### Drive-strength map, run 1

Bar = 20 um.
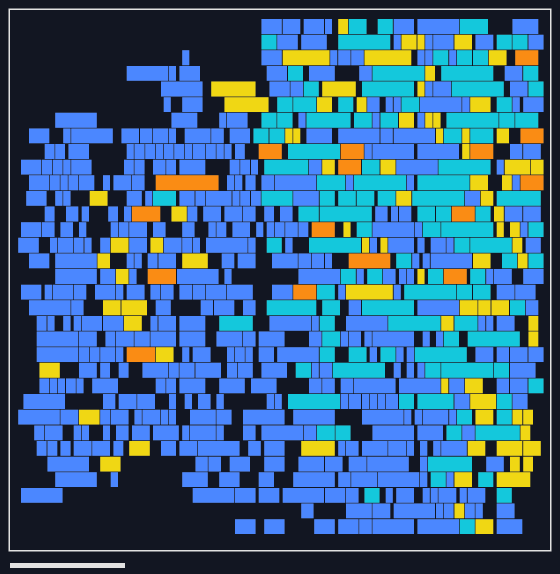
### Clock distribution, run 1

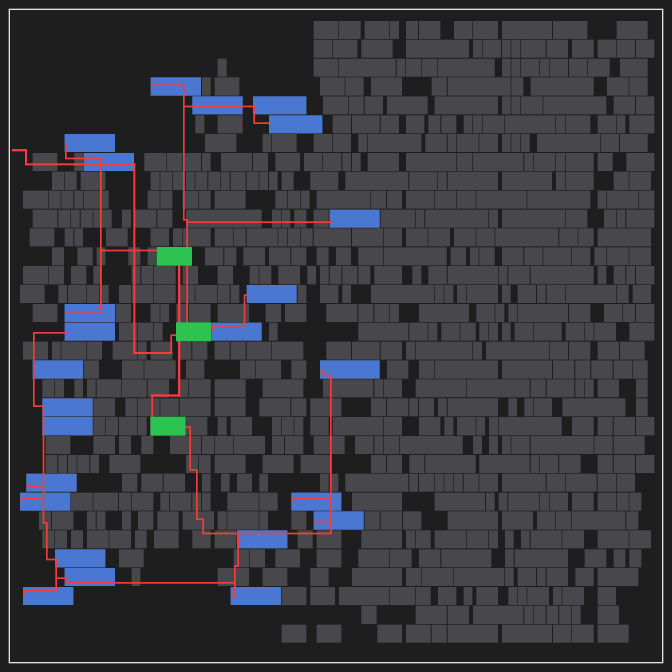
### I/O pins on the die edge, run 1

Pins as bars across the die edge, other pins in gray.
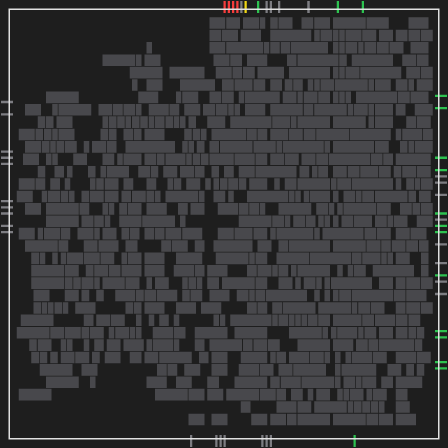
--- config.mk ---
export PLATFORM = sky130hd
export DESIGN_NAME = envelope_controller
export DESIGN_NICKNAME = d
export VERILOG_FILES = /design/src/rtl/envelope_controller_pkg.sv /design/src/rtl/envelope_controller_gain_scale.sv /design/src/rtl/envelope_controller.sv
export SDC_FILE = /design/constraint.sdc
export NUM_CORES = 1
export LEC_CHECK = 0
export CAP_MARGIN = 40
export CORE_MARGIN = 1
export CORE_UTILIZATION = 53
export DETAILED_ROUTE_END_ITERATION = 10
export PLACE_DENSITY = 0.83
export SKIP_LAST_GASP = 1
export SLEW_MARGIN = 20
export SYNTH_ARGS = -nofsm -noshare
export SYNTH_HDL_FRONTEND = slang
export SYNTH_HIERARCHICAL = 1
export SYNTH_SLANG_ARGS = --single-unit
--- constraint.sdc ---
create_clock -name clk -period 5.5 [get_ports clk]
set_input_delay 1.1 -clock clk [delete_from_list [all_inputs] [get_ports clk]]
set_output_delay 1.1 -clock clk [all_outputs]
set_load 0.01 [all_outputs]
--- src/rtl/envelope_controller_pkg.sv ---
// Shared definitions for the ADSR envelope controller: state encodings,
// gain-code limits and the gain-to-multiplier helper.
package envelope_controller_pkg;

    // Gain code g: 0 = full level, GAIN_MAX = silent.
    localparam logic [3:0] GAIN_MAX = 4'd8;

    typedef enum logic [2:0] {
        ENV_IDLE    = 3'd0,
        ENV_ATTACK  = 3'd1,
        ENV_HOLD    = 3'd2,
        ENV_DECAY   = 3'd3,
        ENV_SUSTAIN = 3'd4,
        ENV_RELEASE = 3'd5
    } env_state_t;

    // Multiplier applied to the sample for a gain code: (8 - g), clamped so
    // an out-of-range code can never produce a wrapped, loud multiplier.
    function automatic logic [3:0] gain_mult(input logic [3:0] g);
        return (g >= GAIN_MAX) ? 4'd0 : (GAIN_MAX - g);
    endfunction

endpackage

--- src/rtl/envelope_controller_gain_scale.sv ---
// Combinational gain stage: final_sample = floor(sample * (8 - g) / 8).
module envelope_controller_gain_scale
    import envelope_controller_pkg::*;
(
    input  logic signed [15:0] sample,
    input  logic        [3:0]  gain,
    output logic signed [15:0] final_sample
);

    logic signed [19:0] sample_ext;
    logic signed [19:0] mult_ext;

    // Widen both operands to 20 bits so |sample * 8| cannot overflow.
    always_comb begin
        sample_ext = 20'(sample);
        mult_ext   = 20'(gain_mult(gain));
    end

    // Arithmetic shift floors toward minus infinity (e.g. -1 * 7 / 8 -> -1).
    assign final_sample = 16'((sample_ext * mult_ext) >>> 3);

endmodule

--- src/rtl/envelope_controller.sv ---
// Per-voice ADSR envelope sequencer. An FSM steps the gain code through
// attack/hold/decay/sustain/release on envelope ticks derived from the
// sample strobe, and a combinational gain stage scales the sample.
module envelope_controller
    import envelope_controller_pkg::*;
#(
    parameter int BEAT_DIV   = 4,
    parameter int ATK_SHIFT  = 2,
    parameter int HOLD_STEPS = 2,
    parameter int SUSTAIN_G  = 6
) (
    input  logic               clk,
    input  logic               reset,
    input  logic               new_note,
    input  logic        [5:0]  note_duration,
    input  logic               done_with_note,
    input  logic               generate_next_sample,
    input  logic signed [15:0] sample,
    output logic signed [15:0] final_sample,
    output logic        [3:0]  gain,
    output logic        [2:0]  env_state,
    output logic               env_busy
);

    localparam int DIV_W = (BEAT_DIV > 1) ? $clog2(BEAT_DIV) : 1;

    env_state_t       state, state_nxt;
    logic [3:0]       g, g_nxt;
    logic [5:0]       s, s_nxt;
    logic [8:0]       cnt, cnt_nxt;
    logic [DIV_W-1:0] div;
    logic             tick;

    logic [8:0] cnt_inc;
    logic [8:0] atk_raw;
    logic [8:0] atk_len;
    logic [8:0] hold_len;
    logic [8:0] decay_len;

    // Tick divider: one envelope tick per BEAT_DIV sample strobes; a new note
    // restarts the phase so every note's timing is identical.
    // NOTE: clocked state is assigned with <= so every register samples the
    // pre-edge value of its neighbours regardless of block ordering.
    always_ff @(posedge clk) begin
        if (!reset || new_note) begin
            div <= '0;
        end else if (generate_next_sample) begin
            div <= (div == DIV_W'(BEAT_DIV - 1)) ? '0 : div + 1'b1;
        end
    end

    assign tick = generate_next_sample && (div == DIV_W'(BEAT_DIV - 1));

    // Step lengths in ticks, derived from the latched duration.
    always_comb begin
        cnt_inc   = cnt + 9'd1;
        atk_raw   = 9'(s >> ATK_SHIFT);
        atk_len   = (atk_raw == 9'd0) ? 9'd1 : atk_raw;
        hold_len  = 9'(HOLD_STEPS) * {3'b000, s};
        decay_len = {3'b000, s};
    end

    // State, gain, duration and step-counter registers.
    always_ff @(posedge clk) begin
        if (!reset) begin
            state <= ENV_IDLE;
            g     <= GAIN_MAX;
            s     <= '0;
            cnt   <= '0;
        end else begin
            state <= state_nxt;
            g     <= g_nxt;
            s     <= s_nxt;
            cnt   <= cnt_nxt;
        end
    end

    // Next-state logic; priority is new_note > done_with_note > tick step.
    // NOTE: every output of this block gets a default first, so no path can
    // leave a variable unassigned and infer a latch.
    always_comb begin
        state_nxt = state;
        g_nxt     = g;
        s_nxt     = s;
        cnt_nxt   = cnt;

        if (new_note) begin
            s_nxt   = note_duration;
            cnt_nxt = '0;
            if (note_duration == 6'd0) begin
                state_nxt = ENV_IDLE;
                g_nxt     = GAIN_MAX;
            end else begin
                // Keep the current gain so a retrigger does not click.
                state_nxt = ENV_ATTACK;
            end
        end else if (done_with_note && (state == ENV_ATTACK || state == ENV_HOLD ||
                                        state == ENV_DECAY  || state == ENV_SUSTAIN)) begin
            state_nxt = ENV_RELEASE;
            cnt_nxt   = '0;
        end else begin
            unique case (state)
                ENV_ATTACK: begin
                    if (g == 4'd0) begin
                        // Retriggered at full level: nothing to ramp.
                        state_nxt = (HOLD_STEPS == 0) ? ENV_DECAY : ENV_HOLD;
                        cnt_nxt   = '0;
                    end else if (tick) begin
                        if (cnt_inc >= atk_len) begin
                            g_nxt   = g - 4'd1;
                            cnt_nxt = '0;
                            if (g == 4'd1) begin
                                state_nxt = (HOLD_STEPS == 0) ? ENV_DECAY : ENV_HOLD;
                            end
                        end else begin
                            cnt_nxt = cnt_inc;
                        end
                    end
                end
                ENV_HOLD: begin
                    if (tick) begin
                        if (cnt_inc >= hold_len) begin
                            state_nxt = ENV_DECAY;
                            cnt_nxt   = '0;
                        end else begin
                            cnt_nxt = cnt_inc;
                        end
                    end
                end
                ENV_DECAY: begin
                    if (g >= 4'(SUSTAIN_G)) begin
                        state_nxt = ENV_SUSTAIN;
                        cnt_nxt   = '0;
                    end else if (tick) begin
                        if (cnt_inc >= decay_len) begin
                            g_nxt   = g + 4'd1;
                            cnt_nxt = '0;
                            if (g + 4'd1 == 4'(SUSTAIN_G)) begin
                                state_nxt = ENV_SUSTAIN;
                            end
                        end else begin
                            cnt_nxt = cnt_inc;
                        end
                    end
                end
                ENV_RELEASE: begin
                    if (g >= GAIN_MAX) begin
                        state_nxt = ENV_IDLE;
                        g_nxt     = GAIN_MAX;
                    end else if (tick) begin
                        g_nxt = g + 4'd1;
                        if (g + 4'd1 == GAIN_MAX) begin
                            state_nxt = ENV_IDLE;
                        end
                    end
                end
                default: begin
                    // IDLE and SUSTAIN hold their gain until an external event.
                end
            endcase
        end
    end

    envelope_controller_gain_scale u_gain_scale (
        .sample       (sample),
        .gain         (g),
        .final_sample (final_sample)
    );

    assign gain      = g;
    assign env_state = state;
    assign env_busy  = (state != ENV_IDLE);

endmodule

==> job_summary.md, run 1 <==
## Synthesis and layout report

| Metric | Value |
|---|---|
| Final Hold Violation Tally | 0 |
| Synth flops | 24 |
| Gr usage total | 27.71% |
| TAP cells | 105 |
| Final setup fails | 4 |
| Yosys stat cell total | 557 |
| Fp util | a little over half |
| Status | finished, violations left |
| Failing checks | negative setup slack |
| Wire per inst | 17.42 um |
| Worst hold slack | 0.5256 ns |
| Total Negative Setup Slacks | -0.2513 ns |
| Post-synthesis average cell area | roughly 8.1 sq um |
| Placed Instances | 750 |
| VDD IR max | 176.3 uV |
| Worst setup SP type | flop |
| Final core occ | roughly three quarters |
| RSZ-0062 raised after global routing | true |
| Resized cells post-CTS | about 100 |
| Vias | around 4400 |
| Post-synth EDFFs | 0 |
| Synth warn | 6 |
| Setup Crit Path Kind | flop to primary output |
| CTS max path bufs | 2 |
| RR Endpoint | gain[3] |
| Vias per Instance | 5.723 |
| Launch point of the worst reg-to-reg path | cnt[0] |
| Slew headroom | between 50% and 60% |
| Pre-CTS WS | -0.8834 ns |
| Layout clock area frac | 1.185% |
| Logic area | a little over 0.004 sq mm |
| Fin worst setup slack | -0.09925 ns |
| Chip Area, Yosys | 0.004484 sq mm |
| Crit path capture | final_sample[15] |
| Final Cell Area | 0.006021 sq mm |
| Cts hold-fix bufs | 0 |
| Post-synth net total | 671 |
| Max-slew violations | 0 |
| HP Class | flop to flop |
Back to the opening pictures, 'Drive-strength map':
yellow -> x2  # cells 81
orange -> x6 and larger  # cells 16
cyan -> x3 and x4  # cells 111
blue -> x1 and smaller  # cells 450

Back to the opening pictures, 'Clock distribution':
red -> clock wires  # length 391 um
blue -> flip-flops  # count 24
green -> clock-net drivers  # count 3
routed clock nets = 4
clk pwr: 0.165 mW
Clk pwr share: 23.1%
clk_skew: 0.005952 ns
insertion delay to the later sink of the worst-skew pair: 0.28 ns

Back to the opening pictures, 'I/O pins on the die edge':
red -> gain  # pins 4, direction output, edge north
green -> final_sample  # pins 16, direction output, edge 12 east, 3 north, 1 south
yellow -> generate_next_sample  # pins 1, direction input, edge north
all pins by edge = 20 east, 13 north, 10 west, 8 south
port bufs: 50
Die H: 93.99 um
Die X: 93.99 um

run 1: logic make-up (layout without fill, tap and decap cells):
kind of cell             after synthesis  after routing  synth area share (%)
AND/OR/NAND/NOR                      204            204                 25.14
AND-OR/OR-AND                        102            102                 16.60
buffers and inverters                 96            197                 9.012
adder cells (fa/ha/maj)               87             87                 29.30
XOR/XNOR                              31             31                 6.222
flip-flops                            24             24                 10.71
multiplexers                          13             13                 3.013
run 1: where the power goes:
group | internal [mW] | leakage, nW | switching (mW) | total [mW]
registers | 0.183 | 0.197 | 0.0287 | 0.212
clock network | 0.0976 | 0.0357 | 0.0671 | 0.165
logic | 0.165 | 2.55 | 0.173 | 0.337
run 1: state kept, by name, summed over array words and instances (netlist names):
register,cells
cnt,9
s,6
gain,4
env_state,3
div,2
run 1: synthesized netlist by cell type, types with 3 or more instances:
library cell	instances	area share [%]
nor2_1	30	2.5
a31oi_1	5	0.70
a21oi_1	20	2.2
nand2_1	49	4.1
xnor2_1	21	4.1
nand3_1	12	1.3
a21oi_2	4	0.78
nor2b_1	10	1.4
nand2b_1	11	1.5
and3_1	3	0.42
xor2_1	9	1.8
mux2i_1	12	2.7
ha_1	57	16
buf_2	5	0.56
and2_2	5	0.84
nor4_1	3	0.42
and2_1	45	6.3
dfxtp_1	24	11
a21o_1	9	1.5
inv_1	77	6.4
or3_1	3	0.42
fa_1	30	13
o21a_1	6	1.0
clkbuf_1	7	0.59
o21ai_0	23	2.6
nand4_1	4	0.56
nor3_1	7	0.78
buf_6	3	0.75
run 1: routing by layer:
metal | part of all wire [%] | vias to the layer above | track usage, %
li1 | - | 2072 | -
met1 | 39 | 2085 | 32.03
met2 | 52 | 156 | 52.13
met3 | 5.1 | 54 | 3.236
met4 | 4.3 | 0 | 9.487
met5 | 0 | - | 0
==> run 1 -> run 2 <==
--- a/config.mk
+++ b/config.mk
@@ -7,9 +7,9 @@
 export LEC_CHECK = 0
 export CAP_MARGIN = 40
 export CORE_MARGIN = 1
-export CORE_UTILIZATION = 53
+export CORE_UTILIZATION = 37
 export DETAILED_ROUTE_END_ITERATION = 10
-export PLACE_DENSITY = 0.83
+export PLACE_DENSITY = 0.63
 export SKIP_LAST_GASP = 1
 export SLEW_MARGIN = 20
 export SYNTH_ARGS = -nofsm -noshare
### Cell classes on the final placement, run 2

Bar = 20 um.
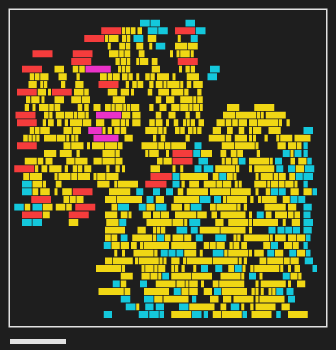
cyan -> remaining buffers and delay cells  # cells 113, share of their area 16%
red -> registers  # cells 24, share of their area 8.3%
yellow -> remaining logic cells  # cells 514, share of their area 74%
magenta -> clock drivers and dummy loads  # cells 4, share of their area 1.5%
row count: 39
flop share of the area: 8.060%
core box area: 0.01161 sq mm

==> run 2 against run 1 <==
Effect of this change: the flow finishes with violations (design-rule violations); flip-flop count unchanged; global-route usage down 9.7 points; design area down 0.48%; synthesized cell count unchanged; register-to-register slack better by 0.05 ns; clock power up 7%; fmax up 2.4%; combinational power down 3%; highest routed layer unchanged.
==> job_summary.md, run 2 <==
## Synthesis and layout report

| Metric | Value |
|---|---|
| Vias per Instance | 5.108 (was 5.723) |
| Vias | 4076 (was 4367) |
| M1 WL | 5165 um (was 5157 um) |
| Die area | 0.01256 sq mm (was 0.008833 sq mm) |
| Total Negative Setup Slacks | 0 ns (was -0.2513 ns) |
| Chip Area, Yosys | 0.004484 sq mm (unchanged) |
| Port bufs | 50 (unchanged) |
| Status | finished, violations left (unchanged) |
| Final core occ | 51.59% (was 73.28%) |
| Tool warnings | 31 (was 32) |
| Met3 wire length | 275 um (was 675 um) |
| Placed Instances | 785 (was 750) |
| Comb area leader | adder cells (unchanged) |
| Aoi share | 16.60% (unchanged) |
| VDD IR max | 107.1 uV (was 176.3 uV) |
| Final Cell Area | 0.005992 sq mm (was 0.006021 sq mm) |
| Top cell area share | 15.90% (unchanged) |
| Worst setup SP type | input port (was flop) |
| # DRC | 4 (was 0) |
| Mux area share | 3.013% (unchanged) |
| Synth warn | 6 (unchanged) |
| Yosys stat cell total | 557 (unchanged) |
| RSZ-0062 raised after global routing | true (unchanged) |
| Cell with the most instances after synthesis | inv_1 (unchanged) |
| Max-slew violations | 0 (unchanged) |
| Post-synth net total | 671 (unchanged) |
| Final ANT Viol Nets | 0 (unchanged) |
| Cell area leaders | ha_1 (16%), fa_1 (13%), dfxtp_1 (11%) (unchanged) |
| HP Class | flop to flop (unchanged) |
| Yosys top cell by area | ha_1 (unchanged) |
| Final Hold Violation Tally | 0 (unchanged) |
| CTS max path bufs | 2 (unchanged) |
| Post-synth EDFFs | 0 (unchanged) |
| Fp util | 38.61% (was 54.58%) |
| Failing checks | design-rule violations (was negative setup slack) |
| Gr usage total | 18.01% (was 27.71%) |
| Post-Synth Simple-Gate Area | 25.14% (unchanged) |
| Final setup fails | 0 (was 4) |
| Post-synthesis average cell area | 8.051 sq um (unchanged) |
| Synth Area in XOR/XNOR | 6.222% (unchanged) |
| Delay-heaviest family, CP | adder cells (unchanged) |
| Die H | 112.1 um (was 93.99 um) |
| Biggest register | cnt (unchanged) |
| Slew headroom | 50.26% (was 51.96%) |
| Setup Crit Path Kind | input port to primary output (was flop to primary output) |
| Die X | 112.1 um (was 93.99 um) |
| Cts hold-fix bufs | 0 (unchanged) |
| Synth cell count leaders | inv_1 (77), ha_1 (57), nand2_1 (49) (unchanged) |
### The clock network, run 2

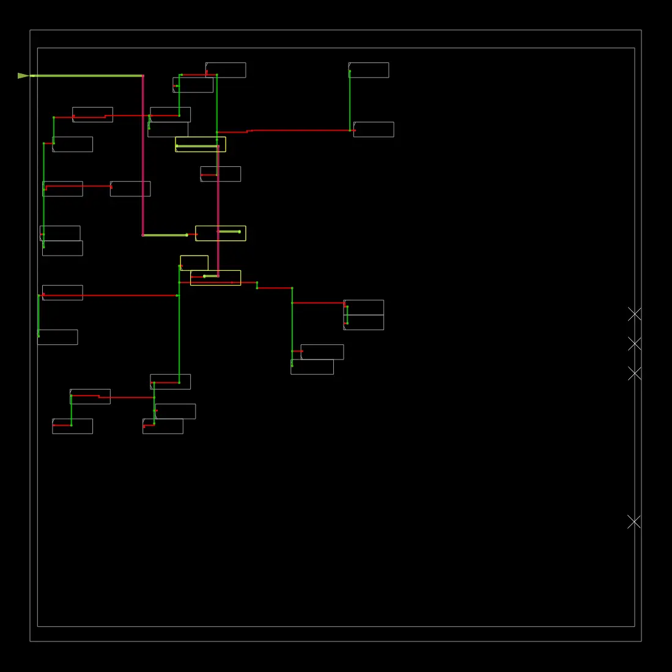
clk pwr: 0.177 mW
insertion delay to the later sink of the worst-skew pair: 0.26 ns
clk_skew: 0.004710 ns

==> run 2: layer usage <==
metal  GRT usage, %  up-vias
met5              0        -
met4          2.756        0
li1               -     2058
met1          23.41     1955
met3          1.080        7
met2          33.37       56
==> run 2: final cells by class <==
type,instances,area [sq um]
Tap cell,143,178.9
Fill cell,1082,5622
Timing Repair Buffer,113,924.6
Sequential cell,24,483.0
Multi-Input combinational cell,437,4028
Clock buffer,4,88.84
Inverter,77,289.0
==> run 2: timing repair <==
action                                 in CTS  in global routing
endpoints found under the hold margin       0                  0
resized                                    89                 65
pin swaps                                  27                 53
buffers inserted                            2                  7
setup endpoints to repair                  14                 12
==> run 2: through the flow <==
stage	hold slack, ns	setup slack [ns]
6_report	0.5136	0.03122
5_1_grt	0.5504	-0.1172
4_1_cts	0.5156	0.004425
3_5_place_dp	0.4985	-0.8415
3_3_place_gp	0.4807	-0.7304
2_1_floorplan	0.4646	0.005663
==> run 2: worst reg2reg max path, delay by kind of cell (launching register included) <==
| kind | cells | cell delay, ns |
|---|---|---|
| flip-flops | 1 | 0.51 |
| multiplexers | 1 | 0.30 |
| buffers and inverters | 1 | 0.10 |
| AND/OR/NAND/NOR | 2 | 0.55 |
| AND-OR/OR-AND | 5 | 0.68 |
| XOR/XNOR | 1 | 0.23 |
| adder cells (fa/ha/maj) | 2 | 0.64 |
==> run 2: final timing paths <==
kind              startpoint          endpoint  slack [ns]  cells past startpoint
setup / recovery   sample[6]  final_sample[15]        0.03                     16
hold reg to reg       div[1]            div[1]        0.51                      2
hold / removal        div[1]            div[1]        0.51                      2
setup reg to reg      cnt[0]           gain[3]        2.36                     12
==> run 2: report_power, final <==
part	internal (mW)	leakage (nW)	switching, mW
combinational	0.160	2.52	0.165
sequential	0.184	0.196	0.0291
clock	0.111	0.0442	0.0658
total	0.455	2.77	0.260
Power figures rest on the tool's default switching activity, not on a simulated workload.
